run_1/drive_strength.png
Drawn at 10 px/µm.
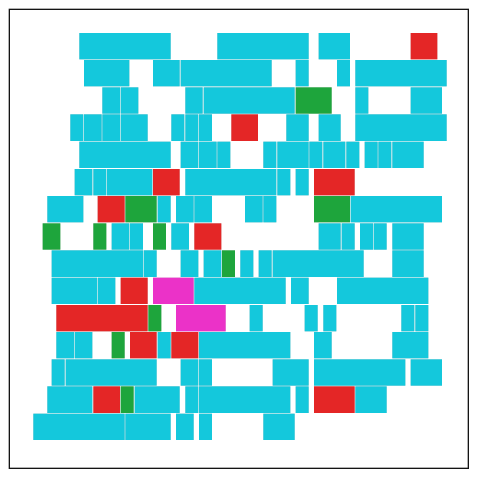
run_1/gate_families.png
Drawn at 10 px/µm.
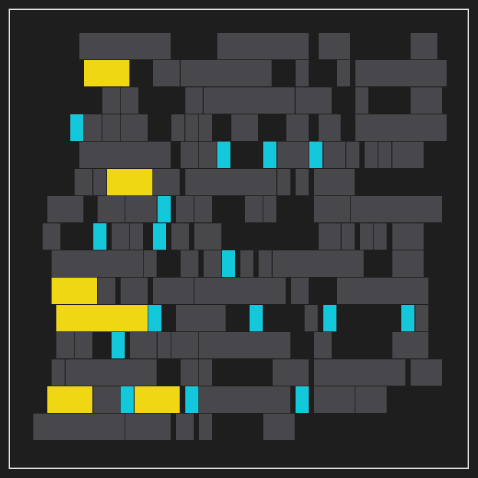
run_1/met3.png
Drawn at 6 px/µm.
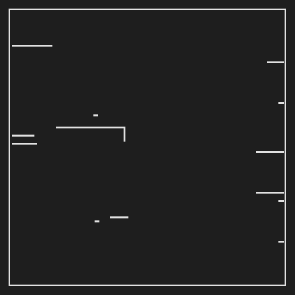
run_1/final_congestion.png
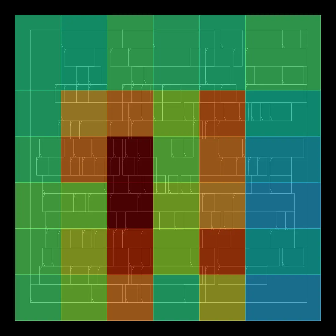
--- src/rtl/shift_frame_rx.sv ---
// shift_frame_rx: serial frame receiver (start, WIDTH data bits, even parity, stop) with a one-word output buffer
module shift_frame_rx #(
   parameter int WIDTH = 4
) (
   input  logic             clk,
   input  logic             reset,
   input  logic             sin,
   input  logic             msb_first,
   output logic [WIDTH-1:0] q,
   output logic             q_valid,
   input  logic             q_ready,
   output logic             busy,
   output logic             par_err,
   output logic             frame_err,
   output logic             ovr_err
);
   typedef enum logic [1:0] {IDLE, DATA, PARITY, STOP} state_t;
   localparam int CW = $clog2(WIDTH);
   state_t           r_state;
   logic [CW-1:0]    r_cnt;
   logic [WIDTH-1:0] r_shift;
   logic             r_order;
   logic             r_pbit;
   logic [WIDTH-1:0] r_q;
   logic             r_qv;
   logic             r_pe;
   logic             r_fe;
   logic             r_oe;
   logic [WIDTH-1:0] w_shifted;
   logic             w_pok;
   logic             w_good;
   logic             w_load;
   assign w_shifted = r_order ? {r_shift[WIDTH-2:0], sin} : {sin, r_shift[WIDTH-1:1]};
   assign w_pok     = ~(^r_shift ^ r_pbit);
   assign w_good    = sin && w_pok;
   assign w_load    = w_good && (!r_qv || q_ready);
   // Frame FSM, assembly register, output buffer and error pulses
   always_ff @(posedge clk or posedge reset) begin
      if (reset) begin
         r_state <= IDLE;
         r_cnt   <= '0;
         r_shift <= '0;
         r_order <= 1'b0;
         r_pbit  <= 1'b0;
         r_q     <= '0;
         r_qv    <= 1'b0;
         r_pe    <= 1'b0;
         r_fe    <= 1'b0;
         r_oe    <= 1'b0;
      end else begin
         r_pe <= 1'b0;
         r_fe <= 1'b0;
         r_oe <= 1'b0;
         if (r_qv && q_ready) r_qv <= 1'b0;
         case (r_state)
            IDLE: begin
               if (!sin) begin
                  r_state <= DATA;
                  r_cnt   <= '0;
                  r_order <= msb_first;
               end
            end
            DATA: begin
               r_shift <= w_shifted;
               r_cnt   <= r_cnt + 1'b1;
               if (r_cnt == CW'(WIDTH - 1)) r_state <= PARITY;
            end
            PARITY: begin
               r_pbit  <= sin;
               r_state <= STOP;
            end
            STOP: begin
               r_state <= IDLE;
               r_fe    <= !sin;
               r_pe    <= sin && !w_pok;
               r_oe    <= w_good && r_qv && !q_ready;
               if (w_load) begin
                  r_q  <= r_shift;
                  r_qv <= 1'b1;
               end
            end
            default: r_state <= IDLE;
         endcase
      end
   end
   assign q         = r_q;
   assign q_valid   = r_qv;
   assign busy      = (r_state != IDLE);
   assign par_err   = r_pe;
   assign frame_err = r_fe;
   assign ovr_err   = r_oe;
endmodule

--- config.mk ---
export PLATFORM = sky130hd
export DESIGN_NAME = shift_frame_rx
export DESIGN_NICKNAME = d
export VERILOG_FILES = /design/src/rtl/shift_frame_rx.sv
export SDC_FILE = /design/constraint.sdc
export NUM_CORES = 1
export LEC_CHECK = 0
export ABC_AREA = 1
export CAP_MARGIN = 10
export CORE_MARGIN = 2
export CORE_UTILIZATION = 51
export CTS_CLUSTER_DIAMETER = 30
export CTS_CLUSTER_SIZE = 28
export DETAILED_ROUTE_END_ITERATION = 16
export GPL_TIMING_DRIVEN = 0
export PLACE_DENSITY_LB_ADDON = 0.05
export SLEW_MARGIN = 20
export SYNTH_ARGS = -nofsm -noshare
export SYNTH_HDL_FRONTEND = slang
export SYNTH_SLANG_ARGS = --single-unit
--- constraint.sdc ---
create_clock -name clk -period 1.7 [get_ports clk]
set_clock_uncertainty 0.2 [all_clocks]
set_input_delay 0.425 -clock clk [delete_from_list [all_inputs] [get_ports clk]]
set_output_delay 0.425 -clock clk [all_outputs]
set_load 0.005 [all_outputs]
==> Changelog: implementation, run 1 <==
### Changed

- Clk slew on worst S/H paths: 0.10 ns
- Post-DRT Antenna Nets: 0
- CP Capture Type: output pin
- Number of inserted diodes: 0
- Worst setup path end: busy
- Kind of cell adding the most delay to the critical path: flip-flops
- Flop area: 450 µm²
- Post-Syn Area: 890 µm²
- WHS Endpoint: frame_err
- Dpl hpwl: 1130 µm
- Final worst-path cycle share: 98.4%
- FP Core Util: 52.7%
- N_taps: 17
- Post-CTS setup buffers: 6
- WL met1: 719 µm
- Power per cell area: 1910 nW/µm²
- Buf/Inv on CP: 3
- Mux area share: 0%
- Hold_sp: sin
- Critical path fanouts, max: 2
- Reg2reg path depth: 9
- CP Launch Point: r_state[0]
- Placed Instances: 131
- Fillers: 150
- Late-Pin Clk Latency: 0.29 ns
- Power after layout: 2170 µW
- Share of the synthesized area in the top cell type: 50.6%
- Status: finished, final reports clean
- Synth area leader: dfrtp_1
- Synth Register Bits: 18
- Worst r2r src: r_state[1]
## Picture notes: drive_strength.png
[cyan] drive 1 or less | cells: 100 | share: 81% | most used: nand2_1
[red] drive 3 to 4 | cells: 12 | share: 9.7% | most used: buf_4
[green] drive 2 | cells: 10 | share: 8.1% | most used: inv_2
[magenta] drive 6 and up | cells: 2 | share: 1.6%

## Picture notes: gate_families.png
[yellow] adder and majority cells | cells: 6 | most used: ha_1
[cyan] inverters | cells: 16 | most used: inv_1

## Picture notes: met3.png
main direction: horizontal
share of all routed wire: 2.6%
longest straight run: 11.3 µm
wire length on this layer: 43.8 µm

## Picture notes: final_congestion.png
met1 usage: 17.5%
met2 Use GR: 34.4%

==> run 2, diff against run 1 <==
Settings changed: ABC_AREA 1 to 0.
run_2/gate_families.png
Drawn at 10 px/µm.
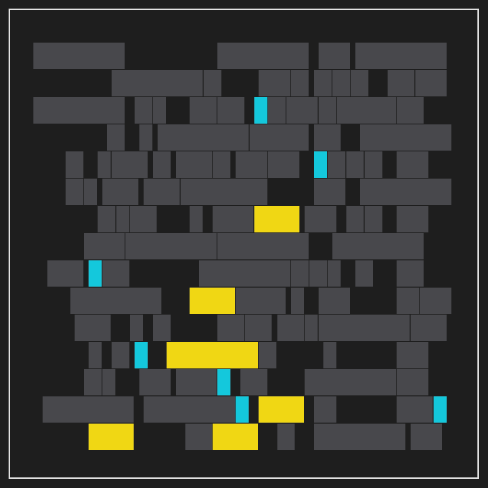
[yellow] adder and majority cells | cells: 6 | most used: ha_1 | where: bottom center
[cyan] inverters | cells: 7 | most used: inv_1
Final Non-Filler Cells: 142
combinational share of cell area: 38.5%
Commonest Layout Cell: dfrtp_1

run_2/met2.png
Drawn at 6 px/µm.
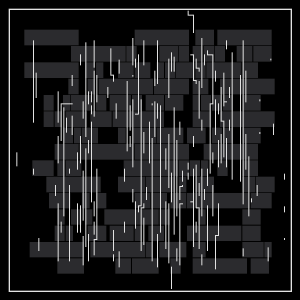
share of all routed wire: 47%
wire length on this layer: 777 µm
longest straight run: 27.2 µm

==> run 2 against run 1 <==
  * The flow now finishes with violations (negative setup slack)
  * Area after synthesis grew 4.8%
  * Core utilization grew 3.0 points
  * Critical path depth is the same
  * Sequential share of layout area shrank 2.5 points
  * Cell count grew 0.71%
  * Power grew 12%
  * Register-to-register slack lost 0.05 ns
  * Die area grew 4.4%
  * Setup slack lost 0.038 ns
==> Changelog: implementation, run 2 <==
### Changed

- Post-CTS setup buffers: 8 (was 6)
- Crit path time final: 1.71 ns (was 1.67 ns)
- Worst r2r src: r_shift[3] (was r_state[1])
- Post-Syn Area: 932 µm² (was 890 µm²)
- Post-route setup slack: -0.0104 ns (was 0.0274 ns)
- WHS Endpoint: frame_err (unchanged)
- Power after layout: 2440 µW (was 2170 µW)
- Synth area leader: dfrtp_1 (unchanged)
- Fillers: 144 (was 150)
- Yosys Instances: 92 (was 101)
- Late-Pin Clk Latency: 0.30 ns (was 0.29 ns)
- Kind of cell adding the most delay to the critical path: flip-flops (unchanged)
- Avg Synthesized Cell Area: 10.1 µm² (was 8.81 µm²)
- Placed Instances: 129 (was 131)
- Final worst-path cycle share: 101% (was 98.4%)
- Met2 Use GR: 30.8% (was 34.4%)
- Clock network fraction of design power: 11.1% (was 12.2%)
- Hold_sp: sin (unchanged)
- Comb area leader: AND-OR/OR-AND gates (was simple AND/OR/NAND/NOR gates)
- CP Capture Type: output pin (unchanged)
- Final setup viols: 1 (was 0)
- Clk slew on worst S/H paths: 0.10 ns (about the same)
- Hold-critical path depth: 2 (unchanged)
- Power per cell area: 2010 nW/µm² (was 1910 nW/µm²)
- Worst setup path end: busy (unchanged)
- R2r setup slk: 0.05 ns (was 0.10 ns)
- Setup TNS: -0.0104 ns (was 0 ns)
- Synth Register Bits: 18 (unchanged)
- Flop area: 450 µm² (unchanged)
- Buf/Inv on CP: 3 (unchanged)
- Share of the synthesized area in the top cell type: 48.3% (was 50.6%)
- Internal: 1500 µW (was 1250 µW)
- Clock buf count: 4 (unchanged)
- Layout clock area frac: 2.99% (was 3.19%)
- Status: complete, but fails checks (was finished, final reports clean)
- Post-DRT Antenna Nets: 0 (unchanged)
- WL met1: 791 µm (was 719 µm)
- P_comb: 1460 µW (was 1180 µW)
- Drt total wl: 1660 µm (was 1710 µm)
- Via density: 4.89 (was 5.28)
- Via count: 694 (was 745)
- Largest net degree at the start of global routing: 19 (unchanged)
- FP Core Util: 54.0% (was 52.7%)
- Row cnt: 15 (unchanged)
- Dpl hpwl: 1100 µm (was 1130 µm)
- Reg2reg path depth: 4 (was 9)
- Mux area share: 6.71% (was 0%)
- Critical path fanouts, max: 4 (was 2)
- Failing checks: negative setup slack
- Number of inserted diodes: 0 (unchanged)
==> run 3, diff against run 2 <==
Settings changed: CORE_MARGIN 2 to 5.
run_3/drive_strength.png
Drawn at 10 px/µm.
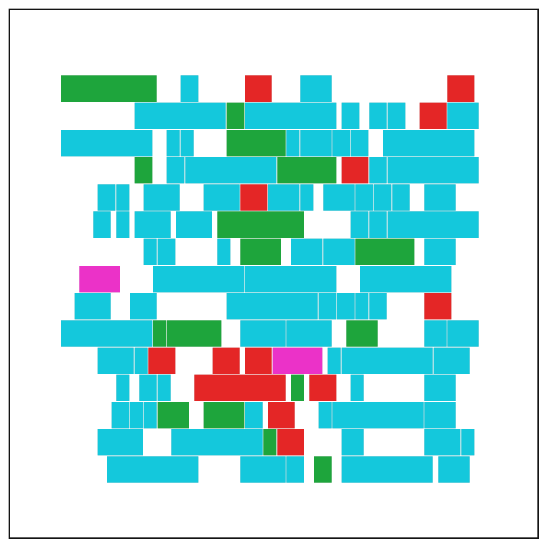
[cyan] drive 1 or less | cells: 86 | share: 74% | most used: dfrtp_1
[red] drive 3 to 4 | cells: 13 | share: 11% | most used: buf_4
[green] drive 2 | cells: 16 | share: 14%
[magenta] drive 6 and up | cells: 2 | share: 1.7%

run_3/gate_families.png
Drawn at 10 px/µm.
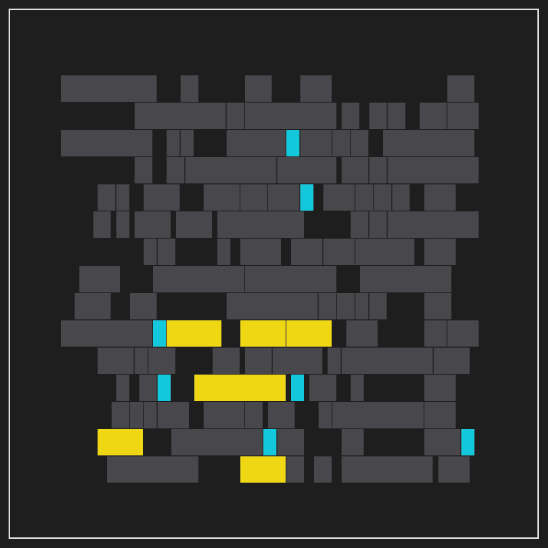
[cyan] inverters | cells: 7 | most used: inv_1
[yellow] adder and majority cells | cells: 6 | most used: ha_1
combinational share of cell area: 39.0%

==> run 3 against run 2 <==
  * The run now ends clean
  * Cell area grew 0.82%
  * Flip-flop count is the same
  * Setup slack gained 0.011 ns
  * Wire length grew 3.1%
  * Non-clock buffer count is the same
  * Sequential share of layout area shrank 0.20 points
  * Maximum frequency grew 0.63%
  * Sequential power grew 1%
  * Power grew 1.4%
  * Die area grew 27%
  * Critical endpoint unchanged
==> Changelog: implementation, run 3 <==
### Changed

- Comb area leader: AND-OR/OR-AND gates (unchanged)
- Clk slew on worst S/H paths: 0.11 ns (was 0.10 ns)
- Placed Instances: 129 (unchanged)
- Post-DRT Antenna Nets: 0 (unchanged)
- Setup TNS: 0 ns (was -0.0104 ns)
- Final Non-Filler Cells: 142 (unchanged)
- Worst r2r src: r_state[1] (was r_shift[3])
- Reg2reg path depth: 6 (was 4)
- Hold-critical path depth: 2 (unchanged)
- Hold_sp: sin (unchanged)
- Largest net degree at the start of global routing: 19 (unchanged)
- Dpl hpwl: 1160 µm (was 1100 µm)
- Commonest Layout Cell: dfrtp_1 (unchanged)
- Post-route setup slack: 0.000217 ns (was -0.0104 ns)
- Late-Pin Clk Latency: 0.29 ns (was 0.30 ns)
- Power after layout: 2480 µW (was 2440 µW)
- Post-CTS setup buffers: 9 (was 8)
- CP Launch Point: r_state[0] (unchanged)
- Worst setup path end: busy (unchanged)
- Via count: 704 (was 694)
- Status: finished, final reports clean (was complete, but fails checks)
- Internal: 1520 µW (was 1500 µW)
Power and IR drop assume default switching activity.
